**Run 1: signal metal coverage by tile**

The bar under the picture is 20 µm long. 21 x 21 tiles, from dark blue (low) to red (high), scaled to the fullest tile. Values are wire area over tile area, all layers added.
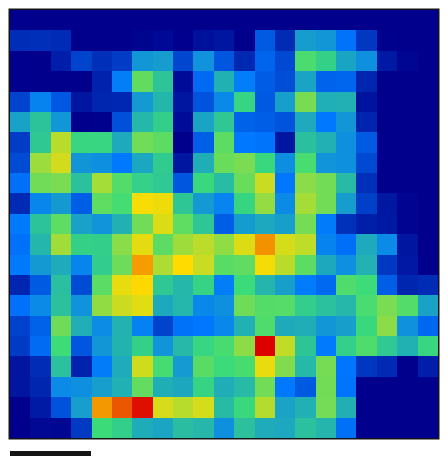
**Run 1: placed cells, one color a class**

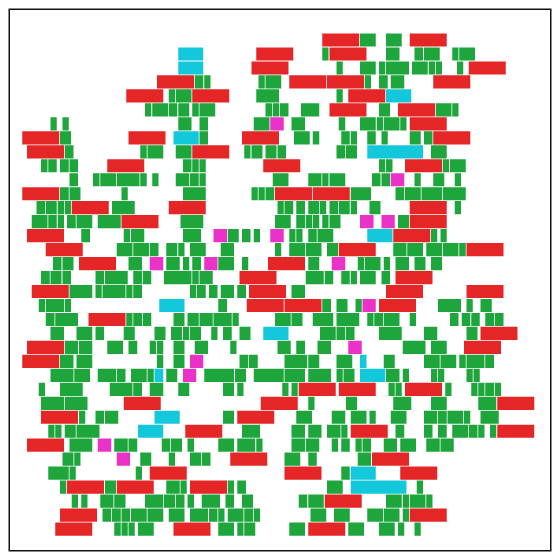
**Run 1: sequential cells colored by netlist name**

The bar under the picture is 20 µm long. Other sequential cells in the stronger gray, the rest of the logic in the fainter gray.
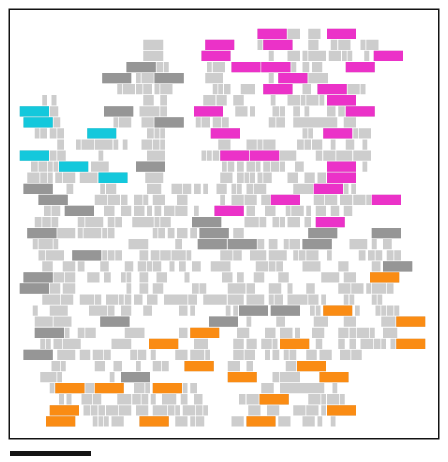
`config.mk`:
```
export PLATFORM = sky130hd
export DESIGN_NAME = game_sequencer_flat
export DESIGN_NICKNAME = d
export VERILOG_FILES = /design/src/rtl/game_sequencer_if.sv /design/src/rtl/game_sequencer.sv /design/src/flat_wrapper.sv
export SDC_FILE = /design/constraint.sdc
export NUM_CORES = 1
export LEC_CHECK = 0
export CAP_MARGIN = 20
export CORE_MARGIN = 2
export CORE_UTILIZATION = 45
export CTS_CLUSTER_DIAMETER = 100
export CTS_CLUSTER_SIZE = 24
export DETAILED_ROUTE_END_ITERATION = 7
export DONT_BUFFER_PORTS = 1
export PLACE_DENSITY = 0.61
export SYNTH_ARGS = -nofsm -noshare
export SYNTH_HDL_FRONTEND = slang
export SYNTH_SLANG_ARGS = --single-unit
```
`constraint.sdc`:
```
create_clock -name clk -period 3.2 [get_ports clk]
set_input_delay 0.64 -clock clk [delete_from_list [all_inputs] [get_ports clk]]
set_output_delay 0.64 -clock clk [all_outputs]
set_load 0.02 [all_outputs]
```
`src/rtl/game_sequencer_if.sv`:
```
// Signal bundle between the game sequencer and the rest of the system.
// The master side is the surrounding system: it supplies the start and
// score events and the per-game display codes and victory flags.
// The slave side is the sequencer, which drives the enables, counters,
// display bus and status flags.
interface game_sequencer_if #(
    parameter int NUM_GAMES = 3
);
    logic                      start;
    logic                      score_pulse;
    logic [20*NUM_GAMES-1:0]   game_bits;
    logic [NUM_GAMES-1:0]      victory;
    logic [NUM_GAMES-1:0]      game_en;
    logic [2:0]                game_idx;
    logic [2:0]                game_counter;
    logic [19:0]               bits;
    logic [5:0]                seconds_left;
    logic                      done;
    logic                      fail;

    modport master (
        output start, score_pulse, game_bits, victory,
        input  game_en, game_idx, game_counter, bits, seconds_left, done, fail
    );

    modport slave (
        input  start, score_pulse, game_bits, victory,
        output game_en, game_idx, game_counter, bits, seconds_left, done, fail
    );
endinterface

```
`src/rtl/game_sequencer.sv`:
```
// Steps the player through NUM_GAMES mini-games in a fixed order. One game is
// active at a time; its display codes are routed to the shared display bus.
// Each game gets a countdown, and the winning game's display is held for a
// short while before the sequencer advances.
//
// state | meaning
// ------+-------------------------------------------------------------
// IDLE  | after reset, display shows dashes, waiting for start
// LOAD  | one cycle: enable the game at game_idx, reload its countdown
// PLAY  | game running; score, victory and countdown are live
// WIN   | current game won; its display is held for WIN_HOLD seconds
// LOSE  | countdown expired; sticky until start
// DONE  | every game won; shows total elapsed seconds; sticky until start
module game_sequencer #(
    parameter int NUM_GAMES  = 3,
    parameter int TICK_DIV   = 50_000_000,
    parameter int TIME_LIMIT = 30,
    parameter int WIN_HOLD   = 2
) (
    input logic             clk,
    input logic             reset_n,
    game_sequencer_if.slave bus
);

    localparam int DIV_W = (TICK_DIV > 1) ? $clog2(TICK_DIV) : 1;
    localparam logic [DIV_W-1:0] DIV_LOAD = DIV_W'(TICK_DIV - 1);
    localparam logic [4:0]  DASH  = 5'b10000;
    localparam logic [4:0]  BLANK = 5'b11111;
    localparam logic [19:0] DASH4 = {DASH, DASH, DASH, DASH};
    localparam logic [19:0] LOSE_BITS = {BLANK, DASH, DASH, BLANK};

    typedef enum logic [2:0] {
        S_IDLE,
        S_LOAD,
        S_PLAY,
        S_WIN,
        S_LOSE,
        S_DONE
    } state_t;

    state_t                 state;
    logic [DIV_W-1:0]       div_cnt;
    logic [5:0]             hold_cnt;
    logic [3:0]             el_ones;
    logic [3:0]             el_tens;
    logic [NUM_GAMES-1:0]   game_en_r;
    logic [2:0]             game_idx_r;
    logic [2:0]             game_counter_r;
    logic [19:0]            bits_r;
    logic [5:0]             seconds_left_r;
    logic                   done_r;
    logic                   fail_r;

    logic                   tick;
    logic [19:0]            cur_bits;
    logic                   cur_victory;

    // The one-second divider only advances while a game is on screen.
    assign tick = ((state == S_PLAY) || (state == S_WIN)) && (div_cnt == '0);

    // Select the active game's display slice and victory flag.
    always_comb begin
        cur_bits    = DASH4;
        cur_victory = 1'b0;
        for (int i = 0; i < NUM_GAMES; i++) begin
            if (game_idx_r == 3'(i)) begin
                cur_bits    = bus.game_bits[20*i +: 20];
                cur_victory = bus.victory[i];
            end
        end
    end

    // Sequencer FSM with all outputs registered.
    always_ff @(posedge clk) begin
        if (!reset_n) begin
            state          <= S_IDLE;
            div_cnt        <= DIV_LOAD;
            hold_cnt       <= '0;
            el_ones        <= '0;
            el_tens        <= '0;
            game_en_r      <= '0;
            game_idx_r     <= '0;
            game_counter_r <= '0;
            bits_r         <= DASH4;
            seconds_left_r <= '0;
            done_r         <= 1'b0;
            fail_r         <= 1'b0;
        end else begin
            case (state)
                S_IDLE, S_LOSE, S_DONE: begin
                    if (bus.start) begin
                        state          <= S_LOAD;
                        game_idx_r     <= '0;
                        game_en_r      <= NUM_GAMES'(1);
                        game_counter_r <= '0;
                        seconds_left_r <= 6'(TIME_LIMIT);
                        div_cnt        <= DIV_LOAD;
                        el_ones        <= '0;
                        el_tens        <= '0;
                        done_r         <= 1'b0;
                        fail_r         <= 1'b0;
                    end
                end

                S_LOAD: begin
                    state   <= S_PLAY;
                    div_cnt <= DIV_LOAD;
                    bits_r  <= cur_bits;
                end

                S_PLAY: begin
                    bits_r <= cur_bits;
                    if (bus.score_pulse && (game_counter_r != 3'd7))
                        game_counter_r <= game_counter_r + 3'd1;
                    if (tick) begin
                        div_cnt <= DIV_LOAD;
                        if (seconds_left_r != '0)
                            seconds_left_r <= seconds_left_r - 6'd1;
                        if (!((el_tens == 4'd9) && (el_ones == 4'd9))) begin
                            if (el_ones == 4'd9) begin
                                el_ones <= '0;
                                el_tens <= el_tens + 4'd1;
                            end else begin
                                el_ones <= el_ones + 4'd1;
                            end
                        end
                    end else begin
                        div_cnt <= div_cnt - 1'b1;
                    end
                    // Victory takes priority over a simultaneous expiring tick.
                    if (cur_victory) begin
                        state    <= S_WIN;
                        div_cnt  <= DIV_LOAD;
                        hold_cnt <= 6'(WIN_HOLD);
                    end else if (tick && (seconds_left_r <= 6'd1)) begin
                        state     <= S_LOSE;
                        div_cnt   <= DIV_LOAD;
                        fail_r    <= 1'b1;
                        game_en_r <= '0;
                        bits_r    <= LOSE_BITS;
                    end
                end

                S_WIN: begin
                    bits_r <= cur_bits;
                    if (tick) begin
                        div_cnt <= DIV_LOAD;
                        if (hold_cnt <= 6'd1) begin
                            if (game_idx_r == 3'(NUM_GAMES - 1)) begin
                                state     <= S_DONE;
                                done_r    <= 1'b1;
                                game_en_r <= '0;
                                bits_r    <= {BLANK, BLANK, 1'b0, el_tens, 1'b0, el_ones};
                            end else begin
                                state          <= S_LOAD;
                                game_idx_r     <= game_idx_r + 3'd1;
                                game_en_r      <= NUM_GAMES'(1) << (game_idx_r + 3'd1);
                                game_counter_r <= '0;
                                seconds_left_r <= 6'(TIME_LIMIT);
                            end
                        end else begin
                            hold_cnt <= hold_cnt - 6'd1;
                        end
                    end else begin
                        div_cnt <= div_cnt - 1'b1;
                    end
                end

                default: begin
                    state <= S_IDLE;
                end
            endcase
        end
    end

    assign bus.game_en      = game_en_r;
    assign bus.game_idx     = game_idx_r;
    assign bus.game_counter = game_counter_r;
    assign bus.bits         = bits_r;
    assign bus.seconds_left = seconds_left_r;
    assign bus.done         = done_r;
    assign bus.fail         = fail_r;

endmodule

```
`src/flat_wrapper.sv`:
```
// flat-port wrapper written by rule: the top's interface ports become plain ports
module game_sequencer_flat 
#(
    parameter int NUM_GAMES  = 3,
    parameter int TICK_DIV   = 50_000_000,
    parameter int TIME_LIMIT = 30,
    parameter int WIN_HOLD   = 2
)
  (clk, reset_n, bus_start, bus_score_pulse, bus_game_bits, bus_victory, bus_game_en, bus_game_idx, bus_game_counter, bus_bits, bus_seconds_left, bus_done, bus_fail);
  game_sequencer_if #(.NUM_GAMES(NUM_GAMES)) bus_i ();
  input logic clk;
  input logic reset_n;
  input wire logic [$bits(bus_i.start)-1:0] bus_start;
  input wire logic [$bits(bus_i.score_pulse)-1:0] bus_score_pulse;
  input wire logic [$bits(bus_i.game_bits)-1:0] bus_game_bits;
  input wire logic [$bits(bus_i.victory)-1:0] bus_victory;
  output wire logic [$bits(bus_i.game_en)-1:0] bus_game_en;
  output wire logic [$bits(bus_i.game_idx)-1:0] bus_game_idx;
  output wire logic [$bits(bus_i.game_counter)-1:0] bus_game_counter;
  output wire logic [$bits(bus_i.bits)-1:0] bus_bits;
  output wire logic [$bits(bus_i.seconds_left)-1:0] bus_seconds_left;
  output wire logic [$bits(bus_i.done)-1:0] bus_done;
  output wire logic [$bits(bus_i.fail)-1:0] bus_fail;
  assign bus_i.start = bus_start;
  assign bus_i.score_pulse = bus_score_pulse;
  assign bus_i.game_bits = bus_game_bits;
  assign bus_i.victory = bus_victory;
  assign bus_game_en = bus_i.game_en;
  assign bus_game_idx = bus_i.game_idx;
  assign bus_game_counter = bus_i.game_counter;
  assign bus_bits = bus_i.bits;
  assign bus_seconds_left = bus_i.seconds_left;
  assign bus_done = bus_i.done;
  assign bus_fail = bus_i.fail;
  game_sequencer #(.NUM_GAMES(NUM_GAMES), .TICK_DIV(TICK_DIV), .TIME_LIMIT(TIME_LIMIT), .WIN_HOLD(WIN_HOLD)) u_core (.clk(clk), .reset_n(reset_n), .bus(bus_i));
endmodule
```
==> impl_metrics.yaml, run 1 <==
# flow metrics
layout:
  comb_area_share_pct: 56.1
  regMostFlops: "u_core.div_cnt"
  finalNonFillerCells: 695
  largest_reg_flops: 26
  seq_share_pct: 32.2
  drive_above_1_share_pct: 9.61
  top_area_cell_class: "logic gates"
worst_setup_path:
  reg2reg_slack_ns: 0.37
  crit_path_top_delay_cell: "dfxtp_1"
  worst-path-stages: 8
hold_path:
  min_to: "u_core.bus.seconds_left[0]$_SDFFE_PN0P_"
  min_path_cells: 1
global_routing:
  grt_max_degree: 33
  grt_pass1_vias: 4008
detailed_routing:
  ant_nets: 0
  drt-initial-drc-count: 223
clocking:
  clock_sinks: 80
job:
  warnings: 35
power:
  comb_power_share_pct: 18.1
  comb_power_uw: 462
outcome:
  status: "finished clean"
yosys:
  seq_area_frac_synth_pct: 34.8
About 'signal metal coverage by tile':
fullest tile: 0.60
tiles over half the peak: 21%
mean over tiles: 0.18
nearly empty tiles: 19%

About 'placed cells, one color a class':
| color | class | cells | share of their area |
|---|---|---|---|
| magenta | remaining buffers and delay cells | 15 | 2.3% |
| green | remaining logic cells | 452 | 60% |
| cyan | clock drivers and dummy loads | 15 | 4.6% |
| red | registers | 80 | 33% |

About 'sequential cells colored by netlist name':
| color | signal | sequential cells |
|---|---|---|
| orange | u_core.bus.bits | 20 |
| cyan | u_core.bus.seconds_left | 6 |
| magenta | u_core.div_cnt | 26 |
not colored: 28

==> inputs of run 2 (changes only) <==
Settings changed: GPL_TIMING_DRIVEN set to 0.
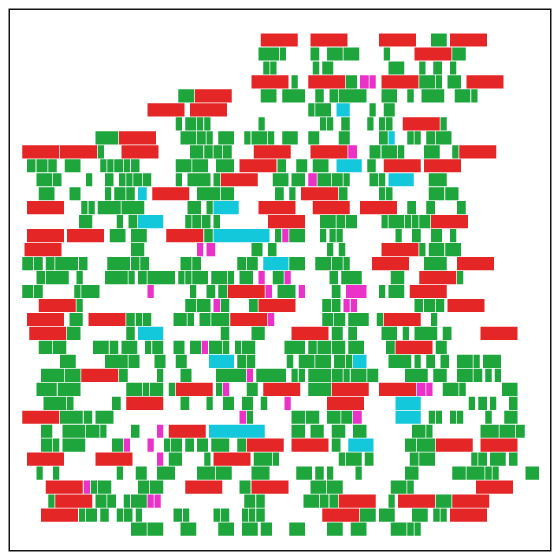
**Above:** run 2 (placed cells, one color a class).
| color | class | cells | share of their area |
|---|---|---|---|
| green | remaining logic cells | 452 | 59% |
| magenta | remaining buffers and delay cells | 32 | 2.8% |
| cyan | clock drivers and dummy loads | 16 | 4.6% |
| red | registers | 80 | 33% |
Final Core Density: 50.7%
Design Area, Final: 5000 µm²
core box area: 9860 µm²

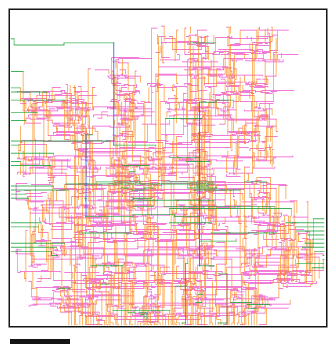
**Above:** run 2 (metal layers overlaid).
The bar under the picture is 20 µm long.
| color | layer | wire length |
|---|---|---|
| orange | M2 | 5920 µm |
| green | M3 | 845 µm |
| magenta | M1 | 5840 µm |
| blue | M4 | 152 µm |
wire per inst: 17.9 µm
GRT Total Usage: 23.6%
drt total wl: 12.8 mm

==> run 2 against run 1 <==
First-iteration DRC count grew 12%. Synthesized cell count is the same. Via count grew 0.92%. Routed wire length grew 2.4%. Sequential share of layout area shrank 0.15 points. Cell count grew 2.6%. Critical endpoint unchanged. Largest cell class unchanged.
==> impl_metrics.yaml, run 2 <==
# flow metrics
layout:
  finalNonFillerCells: 713
  largest_reg_flops: 26
  regMostFlops: "u_core.div_cnt"
  n_all_buffers: 32
  seq_share_pct: 32.0
  top_area_cell_class: "logic gates"
  drive_above_1_share_pct: 8.10
  comb_area_share_pct: 55.8
  nets: 660
global_routing:
  antenna_found_initial: 0
  met3_usage_pct: 6.11
  grt_pass1_vias: 4115
  grt_max_degree: 14
die:
  die_h_um: 105
  rows: 36
  fp_util_pct: 46.7
  die_w_um: 105
  taps: 133
power:
  p_per_area_nw_per_um2: 511
  comb_power_share_pct: 19.2
  comb_power_uw: 489
  p_total_mw: 2.55
  p_switching_uw: 855
  pg_seq_mw: 1.21
outcome:
  status: "finished clean"
worst_setup_path:
  crit_path_top_delay_cell: "dfxtp_1"
  r2r-start: "u_core.bus.game_idx[0]$_SDFFE_PN0P_"
  worst-path-stages: 9
  reg2reg_slack_ns: 0.21
  max_stage_delay_ns: 0.53
detailed_routing:
  top_layer: "met4"
  first_pass_iters: 5
  viasPerCell: 6.02
  drt-initial-drc-count: 250
  wl_met2_mm: 5.92
  ant_nets: 0
yosys:
  seq_area_frac_synth_pct: 34.8
  ys_sh_xor_pct: 4.95
  yosys-stat-area_um2: 4600
  yosysTopAreaCell: "dfxtp_1"
  syn_avg_cell_area_um2: 8.16
hold_path:
  min_to: "u_core.bus.bits[9]$_SDFFE_PN1P_"
  min_path_cells: 1
  worstHoldPathType: "input pin to flop"
  min_from: "bus_game_bits[49]"
clocking:
  insertion_delay_ns: 0.37
  clock_sinks: 80
job:
  warnings: 35
Power figures rest on the tool's default switching activity, not on a simulated workload.
